**Run 1: clock nets**

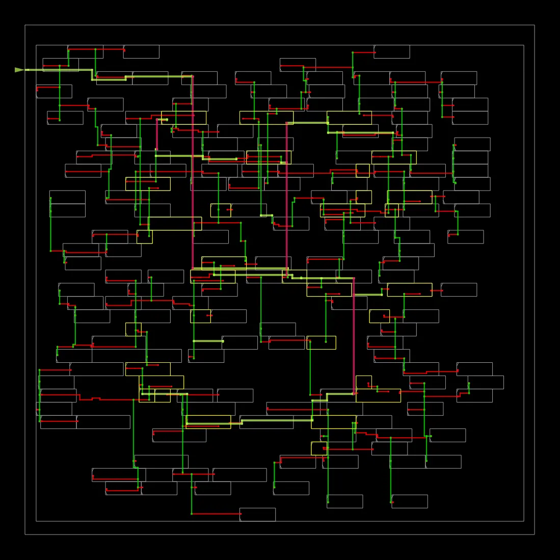
**Run 1: wiring by layer**

Bar = 20 um. Two of the layers only.
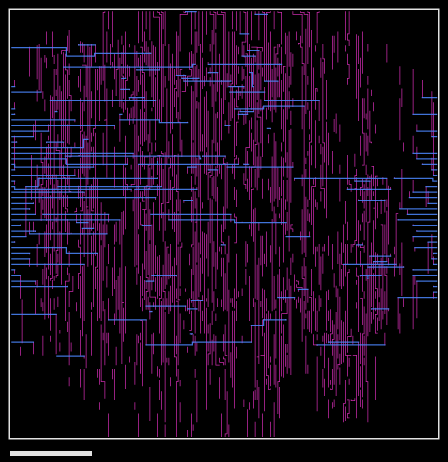
**Run 1: register map, names as in the netlist**

Bar = 20 um. Other sequential cells in the stronger grey, the rest of the logic in the fainter grey.
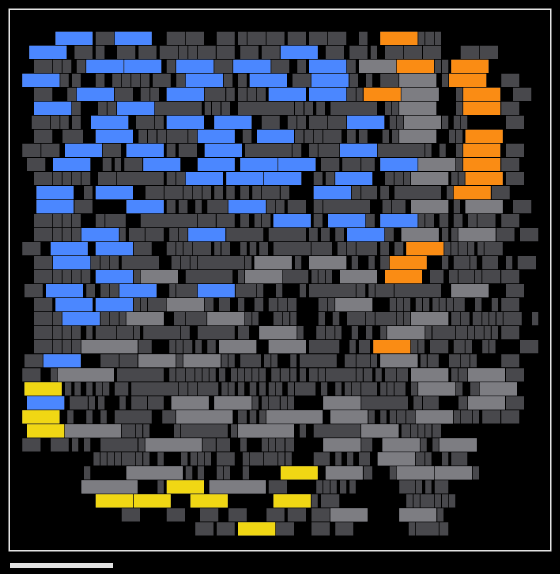
## config.mk

```make
export PLATFORM = sky130hd
export DESIGN_NAME = slowcontrol_frame_decoder
export DESIGN_NICKNAME = d
export VERILOG_FILES = /design/src/rtl/slowcontrol_frame_decoder.sv
export SDC_FILE = /design/constraint.sdc
export NUM_CORES = 1
export LEC_CHECK = 0
export ABC_AREA = 1
export CAP_MARGIN = 20
export CORE_MARGIN = 2
export CORE_UTILIZATION = 54
export CTS_CLUSTER_SIZE = 12
export DETAILED_ROUTE_END_ITERATION = 7
export GPL_TIMING_DRIVEN = 0
export HOLD_SLACK_MARGIN = 0.12
export PLACE_DENSITY = 0.83
export SYNTH_ARGS = -nofsm -noshare
export SYNTH_HDL_FRONTEND = slang
export SYNTH_SLANG_ARGS = --single-unit
```

## constraint.sdc

```tcl
create_clock -name clk16 -period 4.9 [get_ports clk16]
set_clock_uncertainty 0.1 [all_clocks]
set_input_delay 0.98 -clock clk16 [delete_from_list [all_inputs] [get_ports clk16]]
set_output_delay 0.98 -clock clk16 [all_outputs]
set_load 0.03 [all_outputs]
```

## src/rtl/slowcontrol_frame_decoder.sv

```systemverilog
// Backplane slow-control frame decoder.
// Pairs tagged high bytes with the following untagged low byte to form 16-bit
// words, runs an IDLE/FRAME protocol FSM over fst/nxt/lst words, and drives
// setting registers, stretched command pulses and a test-data stream port.
// Frame errors (stray nxt/lst, fst inside a frame, unknown opcode, inter-word
// timeout) are tallied in a saturating counter.
module slowcontrol_frame_decoder #(
  parameter int NREG       = 8,
  parameter int REGW       = 8,
  parameter int REG_BASE   = 1,
  parameter int NPULSE     = 10,
  parameter int PULSE_BASE = 20,
  parameter int PULSE_LEN  = 1,
  parameter int STREAM_OP  = 10,
  parameter int TIMEOUT    = 255
) (
  input  logic                 clk16,
  input  logic                 reset,
  input  logic [9:0]           bytin,
  input  logic                 err_clr,
  output logic [NREG*REGW-1:0] regs_out,
  output logic [NPULSE-1:0]    pulses,
  output logic                 fsto,
  output logic                 davo,
  output logic                 lsto,
  output logic [15:0]          dato,
  output logic                 stream_abort,
  output logic                 frame_active,
  output logic [7:0]           last_op,
  output logic [7:0]           err_count
);

  localparam int PCW = (PULSE_LEN > 1) ? $clog2(PULSE_LEN) : 1;
  localparam int TCW = $clog2(TIMEOUT + 1);
  localparam logic [8:0]     REG_LO       = 9'(REG_BASE);
  localparam logic [8:0]     REG_HI       = 9'(REG_BASE + NREG);
  localparam logic [8:0]     PUL_LO       = 9'(PULSE_BASE);
  localparam logic [8:0]     PUL_HI       = 9'(PULSE_BASE + NPULSE);
  localparam logic [7:0]     STREAM_CODE  = 8'(STREAM_OP);
  localparam logic [TCW-1:0] IDLE_MAX     = TCW'(TIMEOUT);
  localparam logic [PCW-1:0] PULSE_RELOAD = PCW'(PULSE_LEN - 1);
  localparam logic [1:0]     TAG_FST      = 2'd1;
  localparam logic [1:0]     TAG_NXT      = 2'd2;
  localparam logic [1:0]     TAG_LST      = 2'd3;

  typedef enum logic {S_IDLE = 1'b0, S_FRAME = 1'b1} state_t;

  logic [9:0]                lsbyt_r, msbyt_r;
  state_t                    state_r, state_s;
  logic [7:0]                op_r, op_s, last_op_r, last_op_s;
  logic                      first_r, first_s;
  logic [TCW-1:0]            idle_cnt_r, idle_cnt_s;
  logic [NREG-1:0][REGW-1:0] regs_r;
  logic [PCW-1:0]            pulse_cnt_r [NPULSE];
  logic [NPULSE-1:0]         pulses_r;
  logic                      fsto_r, davo_r, lsto_r, abort_r;
  logic [15:0]               dato_r;
  logic [7:0]                err_count_r, err_count_s;

  logic                      word_ev_s, is_stream_s, reg_hit_s, pulse_hit_s;
  logic [1:0]                tag_s;
  logic [15:0]               word_s;
  logic [8:0]                reg_idx_s, pulse_idx_s;
  logic                      fsto_s, davo_s, lsto_s, abort_s, err_s, reg_we_s, pulse_trig_s;
  logic [15:0]               dato_s;

  // Word detection and opcode range decode of the currently open frame.
  always_comb begin
    tag_s       = msbyt_r[9:8];
    word_s      = {msbyt_r[7:0], lsbyt_r[7:0]};
    word_ev_s   = (msbyt_r[9:8] != 2'd0) && (lsbyt_r[9:8] == 2'd0);
    is_stream_s = (op_r == STREAM_CODE);
    reg_hit_s   = ({1'b0, op_r} >= REG_LO) && ({1'b0, op_r} < REG_HI);
    pulse_hit_s = ({1'b0, op_r} >= PUL_LO) && ({1'b0, op_r} < PUL_HI);
    reg_idx_s   = {1'b0, op_r} - REG_LO;
    pulse_idx_s = {1'b0, op_r} - PUL_LO;
  end

  // Protocol FSM: next state, frame bookkeeping and per-word actions.
  always_comb begin
    state_s      = state_r;
    op_s         = op_r;
    last_op_s    = last_op_r;
    first_s      = first_r;
    idle_cnt_s   = idle_cnt_r;
    fsto_s       = 1'b0;
    davo_s       = 1'b0;
    lsto_s       = 1'b0;
    dato_s       = 16'h0000;
    abort_s      = 1'b0;
    err_s        = 1'b0;
    reg_we_s     = 1'b0;
    pulse_trig_s = 1'b0;
    case (state_r)
      S_IDLE: begin
        idle_cnt_s = '0;
        if (word_ev_s) begin
          if (tag_s == TAG_FST) begin
            op_s      = word_s[7:0];
            last_op_s = word_s[7:0];
            first_s   = 1'b1;
            state_s   = S_FRAME;
          end else begin
            err_s = 1'b1;
          end
        end else begin
          err_s = 1'b0;
        end
      end
      S_FRAME: begin
        if (word_ev_s) begin
          idle_cnt_s = '0;
          case (tag_s)
            TAG_FST: begin
              // restart the frame; an open stream is cut short
              err_s     = 1'b1;
              abort_s   = is_stream_s;
              op_s      = word_s[7:0];
              last_op_s = word_s[7:0];
              first_s   = 1'b1;
            end
            TAG_NXT: begin
              if (is_stream_s) begin
                davo_s  = 1'b1;
                dato_s  = word_s;
                fsto_s  = first_r;
                first_s = 1'b0;
              end else begin
                davo_s = 1'b0;
              end
            end
            TAG_LST: begin
              state_s = S_IDLE;
              if (is_stream_s) begin
                davo_s  = 1'b1;
                dato_s  = word_s;
                fsto_s  = first_r;
                lsto_s  = 1'b1;
                first_s = 1'b0;
              end else if (reg_hit_s) begin
                reg_we_s = 1'b1;
              end else if (pulse_hit_s) begin
                pulse_trig_s = 1'b1;
              end else begin
                err_s = 1'b1;
              end
            end
            default: begin
              state_s = S_FRAME;
            end
          endcase
        end else if (idle_cnt_r == IDLE_MAX) begin
          err_s      = 1'b1;
          abort_s    = is_stream_s;
          state_s    = S_IDLE;
          idle_cnt_s = '0;
        end else begin
          idle_cnt_s = idle_cnt_r + TCW'(1);
        end
      end
      default: begin
        state_s    = S_IDLE;
        idle_cnt_s = '0;
      end
    endcase
  end

  // Error counter update: clear wins over accumulation, saturates at 255.
  always_comb begin
    err_count_s = err_count_r;
    if (err_clr) begin
      err_count_s = err_s ? 8'd1 : 8'd0;
    end else if (err_s && (err_count_r != 8'hFF)) begin
      err_count_s = err_count_r + 8'd1;
    end else begin
      err_count_s = err_count_r;
    end
  end

  // Byte pipeline, FSM state and registered stream/status outputs.
  always_ff @(posedge clk16) begin
    if (reset) begin
      lsbyt_r     <= 10'd0;
      msbyt_r     <= 10'd0;
      state_r     <= S_IDLE;
      op_r        <= 8'd0;
      last_op_r   <= 8'd0;
      first_r     <= 1'b0;
      idle_cnt_r  <= '0;
      fsto_r      <= 1'b0;
      davo_r      <= 1'b0;
      lsto_r      <= 1'b0;
      dato_r      <= 16'h0000;
      abort_r     <= 1'b0;
      err_count_r <= 8'd0;
    end else begin
      lsbyt_r     <= bytin;
      msbyt_r     <= lsbyt_r;
      state_r     <= state_s;
      op_r        <= op_s;
      last_op_r   <= last_op_s;
      first_r     <= first_s;
      idle_cnt_r  <= idle_cnt_s;
      fsto_r      <= fsto_s;
      davo_r      <= davo_s;
      lsto_r      <= lsto_s;
      dato_r      <= dato_s;
      abort_r     <= abort_s;
      err_count_r <= err_count_s;
    end
  end

  // Setting register bank: only the addressed register loads on lst.
  always_ff @(posedge clk16) begin
    for (int i = 0; i < NREG; i++) begin
      if (reset) begin
        regs_r[i] <= '0;
      end else if (reg_we_s && (reg_idx_s == 9'(i))) begin
        regs_r[i] <= word_s[REGW-1:0];
      end
    end
  end

  // Pulse stretchers: a trigger (re)loads the remaining-cycle count.
  always_ff @(posedge clk16) begin
    for (int j = 0; j < NPULSE; j++) begin
      if (reset) begin
        pulse_cnt_r[j] <= '0;
        pulses_r[j]    <= 1'b0;
      end else if (pulse_trig_s && (pulse_idx_s == 9'(j))) begin
        pulse_cnt_r[j] <= PULSE_RELOAD;
        pulses_r[j]    <= 1'b1;
      end else if (pulse_cnt_r[j] != '0) begin
        pulse_cnt_r[j] <= pulse_cnt_r[j] - PCW'(1);
        pulses_r[j]    <= 1'b1;
      end else begin
        pulses_r[j] <= 1'b0;
      end
    end
  end

  assign regs_out     = regs_r;
  assign pulses       = pulses_r;
  assign fsto         = fsto_r;
  assign davo         = davo_r;
  assign lsto         = lsto_r;
  assign dato         = dato_r;
  assign stream_abort = abort_r;
  assign frame_active = (state_r == S_FRAME);
  assign last_op      = last_op_r;
  assign err_count    = err_count_r;

endmodule

```

==> flow_summary_export.csv, run 1 <==
group,metric,value,unit
status,status,"finished clean",
detailed_routing,top_layer,"met4",
die,core_area,9820,um2
min_path,hold_path.class,"flip-flop to flip-flop",
cts,hold_buffers,0,
synth,top_cells_by_count,"dfxtp_1, a21oi_1, nor2_1",
placement,place_ws,2.25,ns
die,floorplan.die_area,11000,um2
global_route,grt_pass1_wl,23500,um
cells_and_area,syn_to_final_growth,36.7,%
die,die_h,105,um
synth,ys_seq_share,56.6,%
timing,timing.slew.headroom,61.8,%
timing,fin_crit,2.84,ns
setup_path,critPathLaunchType,"flip-flop",
cts,clock_path_buffers,2,
timing,setup_viol,0,
detailed_routing,wl_met1,5750,um
power,p_leak,3.09,nW
synth,yosysWarnings,0,
synth,synth_area,5480,um2
cells_and_area,fillers,675,
timing,period_used_share,57.9,%
synth,ys_top_cells_by_area,"dfxtp_1, a21oi_1, edfxtp_1, o21ai_0, nor2_1",
detailed_routing,via_per_inst,5.27,
die,fp.dieW,105,um
synth,yosys-stat-area,5480,um2
run,max-cap-violations,0,
setup_path,crit_arrival,1.76,ns
detailed_routing,met2WireLength,7550,um
synth,ys_types,38,
timing,fmax,353,MHz
cts,ctsResizeCount,0,
synth,synth_flops,150,
global_route,antenna_found_initial,0,
cts,clkSinkCount,150,
synth,yosys_cells,617,
power,p_per_area,363,nW/um2
die,rows,36,
global_route,grt_usage,27.1,%
timing,tightest_slew,0.573,ns
detailed_routing,drcViolationCount,0,
setup_path,cp_slowest_cell,"clkdlybuf4s50_1",
synth,edf_count,10,
placement,place.gp.congestion,0.966,
setup_path,cpLargestDelayFamily,"buffers and inverters",
global_route,grt_pass1_vias,4836,
synth,top_cell_area_share,51.1,%
detailed_routing,postRouteWirelength,14900,um
die,fp_util,55.8,%
setup_path,critPathKind,"flip-flop to output pin",
detailed_routing,dr_wl_met3,1240,um
timing,slew_viol_final,0,
cts,cts_tree,"yes",
cells_and_area,fin_nets,781,
timing,rsz0062_at_grt,"no",
cts,root_buffer,"clkbuf_8",
setup_path,cp.required,3.82,ns
detailed_routing,ant_nets,0,
cells_and_area,antenna_cells,0,
About 'clock nets':
Latency at later pin: 0.52 ns
CTS Buf Count: 17

About 'wiring by layer':
legend:
  magenta:
    layer: met2
    wire_length: 7550 um
  blue:
    layer: met3
    wire_length: 1240 um

About 'register map, names as in the netlist':
legend:
  yellow:
    netlist_name: `pulses`
    flops: 10
  orange:
    netlist_name: `dato`
    flops: 16
  blue:
    netlist_name: `regs_out`
    flops: 64
not coloured: 60

[run 1: kinds of logic after synthesis]
group	after synthesis	share of synthesized area [%]
simple gates	188	17.9
xor+xnor	6	0.958
buf+inv	105	8.46
other cells	1	0.0684
compound gates	165	15.5
flops	150	56.6
fa+ha+maj	2	0.456
[run 1: stage by stage]
step / hold slack (ns) / util [%] / instances / power [W] / instance area (um2)
floorplan: 0.294 / - / 626 / 0.00138 / 5520
global placement: 0.299 / 70.2 / 880 / 0.00143 / 6900
detailed placement: 0.297 / 70.2 / 880 / 0.00143 / 6900
CTS: 0.306 / 76.3 / 912 / 0.00273 / 7500
global route: 0.319 / 76.3 / 912 / 0.00279 / 7500
finish: 0.304 / 76.3 / 912 / 0.00272 / 7500
[run 1: placed cells by master (no fill, tap or decap), drive strengths merged, types with 2 or more instances in the layout]
cell type,count
a21oi,80
and2,2
buf,14
bufinv,2
clkbuf,30
clkdlybuf4s50,121
clkinv,11
clkinvlp,2
conb,10
dfxtp,140
edfxtp,10
ha,2
inv,78
nand2,56
nand3,16
nand4,6
nor2,90
nor3,11
nor3b,3
nor4,2
o21ai,74
o21bai,8
xnor2,2
xor2,4
[run 1: flip-flops by register name, indices dropped and copies added (netlist names)]
signal	flops
lsto	1
dato	16
last_op	8
pulses	10
idle_cnt_r	8
err_count	8
msbyt_r	10
first_r	1
frame_active	1
pulse_cnt_r	10
fsto	1
lsbyt_r	10
davo	1
stream_abort	1
regs_out	64
[run 1: worst paths after layout]
path | startpoint | endpoint | slack [ns] | cells after the start
max reg2reg | last_op[0] | pulse_cnt_r[0] | 2.83 | 8
max | last_op[0] | last_op[0] | 2.06 | 1
min | msbyt_r[7] | dato[15] | 0.30 | 2
min reg2reg | msbyt_r[7] | dato[15] | 0.30 | 2
[run 1: power by group]
| group | total [W] | internal (W) | switching (W) |
|---|---|---|---|
| registers | 0.00127 | 0.00126 | 0.0000114 |
| logic | 0.000140 | 0.0000444 | 0.0000955 |
| clock network | 0.00131 | 0.000749 | 0.000564 |
| total | 0.00272 | 0.00205 | 0.000671 |
[run 1: layer usage]
metal	track usage, %	vias up
li1	-	2301
met1	29.9	2270
met2	47.9	211
met3	8.67	22
met4	11.1	0
met5	0	-
[run 1: final cells by class]
type	instances	area (um2)	area share [%]
flip-flops and latches	150	3100	41.4
multi-input cells	371	1950	26.0
repair buffers	121	1210	16.2
clock buffers	17	414	5.52
inverters	78	293	3.91
clock inverters	15	186	2.49
plain buffers	27	171	2.29
well taps	133	166	2.22
## Run 2: what changed since run 1
CORE_UTILIZATION = 50   (was 54)
PLACE_DENSITY = 0.78   (was 0.83)
clock period = 2.9 ns   (was 4.9 ns; I/O delays follow)
**Run 2: placed cells, one colour a class**

Fill, decap, tap and diode cells in grey.
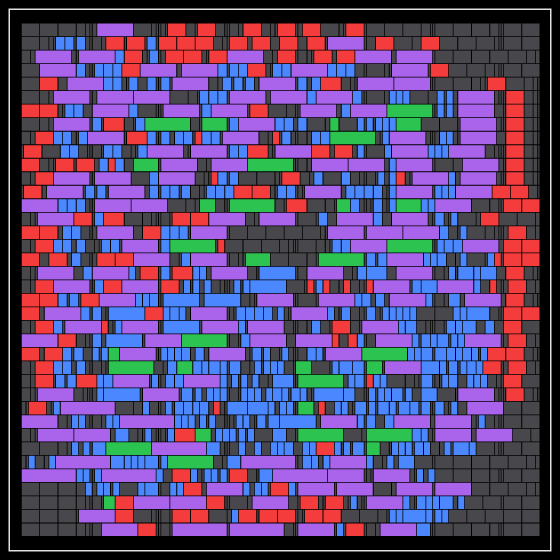
legend:
  green:
    class: clock drivers and dummy loads
    cells: 32
    share_of_their_area: 7.6%
  blue:
    class: all other logic
    cells: 449
    share_of_their_area: 31%
  purple:
    class: flip-flops
    cells: 150
    share_of_their_area: 43%
  red:
    class: other buffers and delay cells
    cells: 148
    share_of_their_area: 19%

==> flow_summary_export.csv, run 2 <==
group,metric,value,unit
synth,top_cells_by_count,"dfxtp_1, a21oi_1, nor2_1",
cts,cts_tree,"yes",
synth,adder_share,0.456,%
synth,ys_types,38,
run,max-cap-violations,0,
synth,synth.cellmix.simpleShare,17.9,%
setup_path,cp_slowest_cell,"clkdlybuf4s50_1",
synth,syn_inst,617,
cells_and_area,largest_register_ffs,64,
die,fp.dieW,109,um
setup_path,crit_chain,"clkdlybuf4s50_1",
timing,hold_violations,0,
die,fp_util,50.8,%
run,tool_warnings,26,
setup_path,r2r_slack,0.80,ns
synth,top_cell_area_share,51.1,%
placement,dp.final_hpwl,9520,um
timing,slew_viol_final,0,
cts,cts_made_buffers,17,
synth,yosysWarnings,0,
detailed_routing,drt-initial-drc-count,250,
detailed_routing,post_drt_wl_per_cell,15.0,um
setup_path,cp.required,2.22,ns
cts,clkSinkCount,150,
global_route,grt_usage,24.2,%
timing,rsz0062_at_grt,"no",
cts,h-tree-depth,4,
timing,period_used_share,82.6,%
setup_path,crit_fanout,7,
cts,hold_buffers,0,
cts,clock_path_buffers,2,
placement,port_buffers,121,
synth,syn_area_per_cell,8.89,um2
setup_path,worstReg2RegEnd,"pulse_cnt_r[0]",
setup_path,cpLargestDelayFamily,"buffers and inverters",
synth,edf_count,10,
min_path,hold_path.class,"flip-flop to flip-flop",
detailed_routing,drt-pass1-iter-count,4,
placement,place.gp.congestion,0.872,
power,p_leak,3.08,nW
synth,muxShareOfSynthArea,0,%
global_route,grt_max_degree,17,
setup_path,critPathKind,"flip-flop to output pin",
power,ir_worst_vdd,0.000469,V
min_path,hold_start,"msbyt_r[1]",
power,p_sw,0.00106,W
synth,ys_sh_xor,0.958,%
setup_path,end_kind,"output pin",
power,seq_power_share,48.5,%
synth,yosys-stat-area,5480,um2
synth,synth_top_flop_cell,"dfxtp_1",
timing,fmax,417,MHz
detailed_routing,drcViolationCount,0,
synth,synth_flops,150,
power,clockPowerShare,46.3,%
synth,top_cell,"dfxtp_1",
synth,ys_top_logic_family,"simple AND/OR/NAND/NOR gates",
cts,clk_latency,0.52,ns
cells_and_area,fin_nets,781,
power,p_sw_share,24.0,%
die,core_area,10800,um2
synth,ys_sh_aoi,15.5,%
die,io_pins,124,
cts,root_buffer,"clkbuf_8",
synth,yosys_cells,617,
global_route,grt_pass1_vias,4473,
cts,ctsResizeCount,0,
cts,path_clk_slew,0.06,ns
placement,placedCellCount,887,
timing,fin_crit,2.40,ns
global_route,gr-total-overflow,0,
cells_and_area,antenna_cells,0,
synth,ys_seq_share,56.6,%
timing,tns,0,ns
setup_path,path_buffers,1,
power,p_per_area,592,nW/um2
global_route,antenna_found_initial,0,
cells_and_area,fin_util,69.1,%
cells_and_area,regArea,3100,um2
timing,tightest_slew,0.535,ns
synth,synth.largest_area_cell,"dfxtp_1",
cells_and_area,fillers,853,
detailed_routing,postRouteWirelength,13800,um
synth,async_reset_ff_share,0,%
cells_and_area,drive_gt1_share,8.60,%
die,rows,38,
detailed_routing,via_per_inst,5.04,
synth,ys_top_cells_by_area,"dfxtp_1, a21oi_1, edfxtp_1, o21ai_0, nor2_1",
setup_path,reg2regPathDepth,8,
setup_path,r2r-start,"last_op[0]",
die,die_h,109,um
status,status,"finished clean",
cells_and_area,layout_top_cell,"dfxtp_1",
global_route,grt_pass1_wl,21700,um
setup_path,critPathLaunchType,"flip-flop",
timing,setup_viol,0,
cells_and_area,mostFrequentLayoutCells,"dfxtp_1, clkdlybuf4s50_1, a21oi_1, nor2_1, inv_1",
timing,timing.slew.headroom,64.3,%
min_path,hold_depth,2,
setup_path,max_stage_delay,0.73,ns
power,comb_power_share,5.3,%
power,p_int,0.00336,W
cts,cts_setup_buffers,0,
cells_and_area,syn_to_final_growth,36.0,%
detailed_routing,via_count,4636,
cells_and_area,comb_area,1950,um2
detailed_routing,ant_nets,0,
die,floorplan.die_area,11800,um2
min_path,hold_end,"dato[9]",
synth,synth_area,5480,um2
cells_and_area,final_cells,919,
setup_path,crit_arrival,1.72,ns
==> run 2: worst max path at each step <==
stage / start / to / slack (ns) / depth (start not counted)
global route: last_op[0] / last_op[0] / 0.45 / 1
CTS: last_op[0] / last_op[0] / 0.50 / 1
finish: last_op[0] / last_op[0] / 0.50 / 1
detailed placement: reset / pulse_cnt_r[7] / 0.58 / 5
floorplan: last_op[0] / pulse_cnt_r[0] / 0.89 / 8
global placement: reset / pulse_cnt_r[7] / 0.60 / 5
==> run 2: logic make-up (layout without fill, tap and decap cells) <==
group                    after synthesis  after routing
XOR/XNOR                               6              6
buffers and inverters                105            258
adder cells (fa/ha/maj)                2              2
AND/OR/NAND/NOR                      188            188
flip-flops                           150            150
other                                  1             10
AND-OR/OR-AND                        165            165
==> run 2: stage by stage <==
step                      power (W)  setup WS (ns)  hold slack [ns]  cell area [um2]
final                       0.00442          0.504            0.308             7460
after floorplan             0.00233          0.893            0.294             5520
after CTS                   0.00443          0.498            0.311             7460
after global placement      0.00241          0.601            0.301             6900
after detailed placement    0.00242          0.580            0.301             6900
after global routing        0.00455          0.447            0.325             7460
==> run 2: area by class of cell <==
class / instances / area share (%)
flip-flops and latches: 150 / 41.6
multi-input cells: 371 / 26.2
repair buffers: 121 / 16.2
clock buffers: 21 / 6.29
inverters: 78 / 3.93
well taps: 140 / 2.35
plain buffers: 27 / 2.30
clock inverters: 11 / 1.14
==> run 2: layer usage <==
layer / GRT usage [%] / vias to the layer above / wire (um)
li1: - / 2302 / -
met4: 8.52 / 0 / 255
met1: 29.7 / 2145 / 5840
met3: 8.01 / 24 / 995
met2: 39.8 / 165 / 6660
met5: 0 / - / 0
==> run 2: power by group through the flow <==
stage	clock [W]	sequential (W)	combinational, W
final	0.00204	0.00214	0.000233
after global routing	0.00215	0.00214	0.000255
after CTS	0.00206	0.00214	0.000232
after detailed placement	0	0.00219	0.000229
after global placement	0	0.00218	0.000226
after floorplan	0	0.00221	0.000116
No activity file was given, so power comes from the tool's default toggle rates.
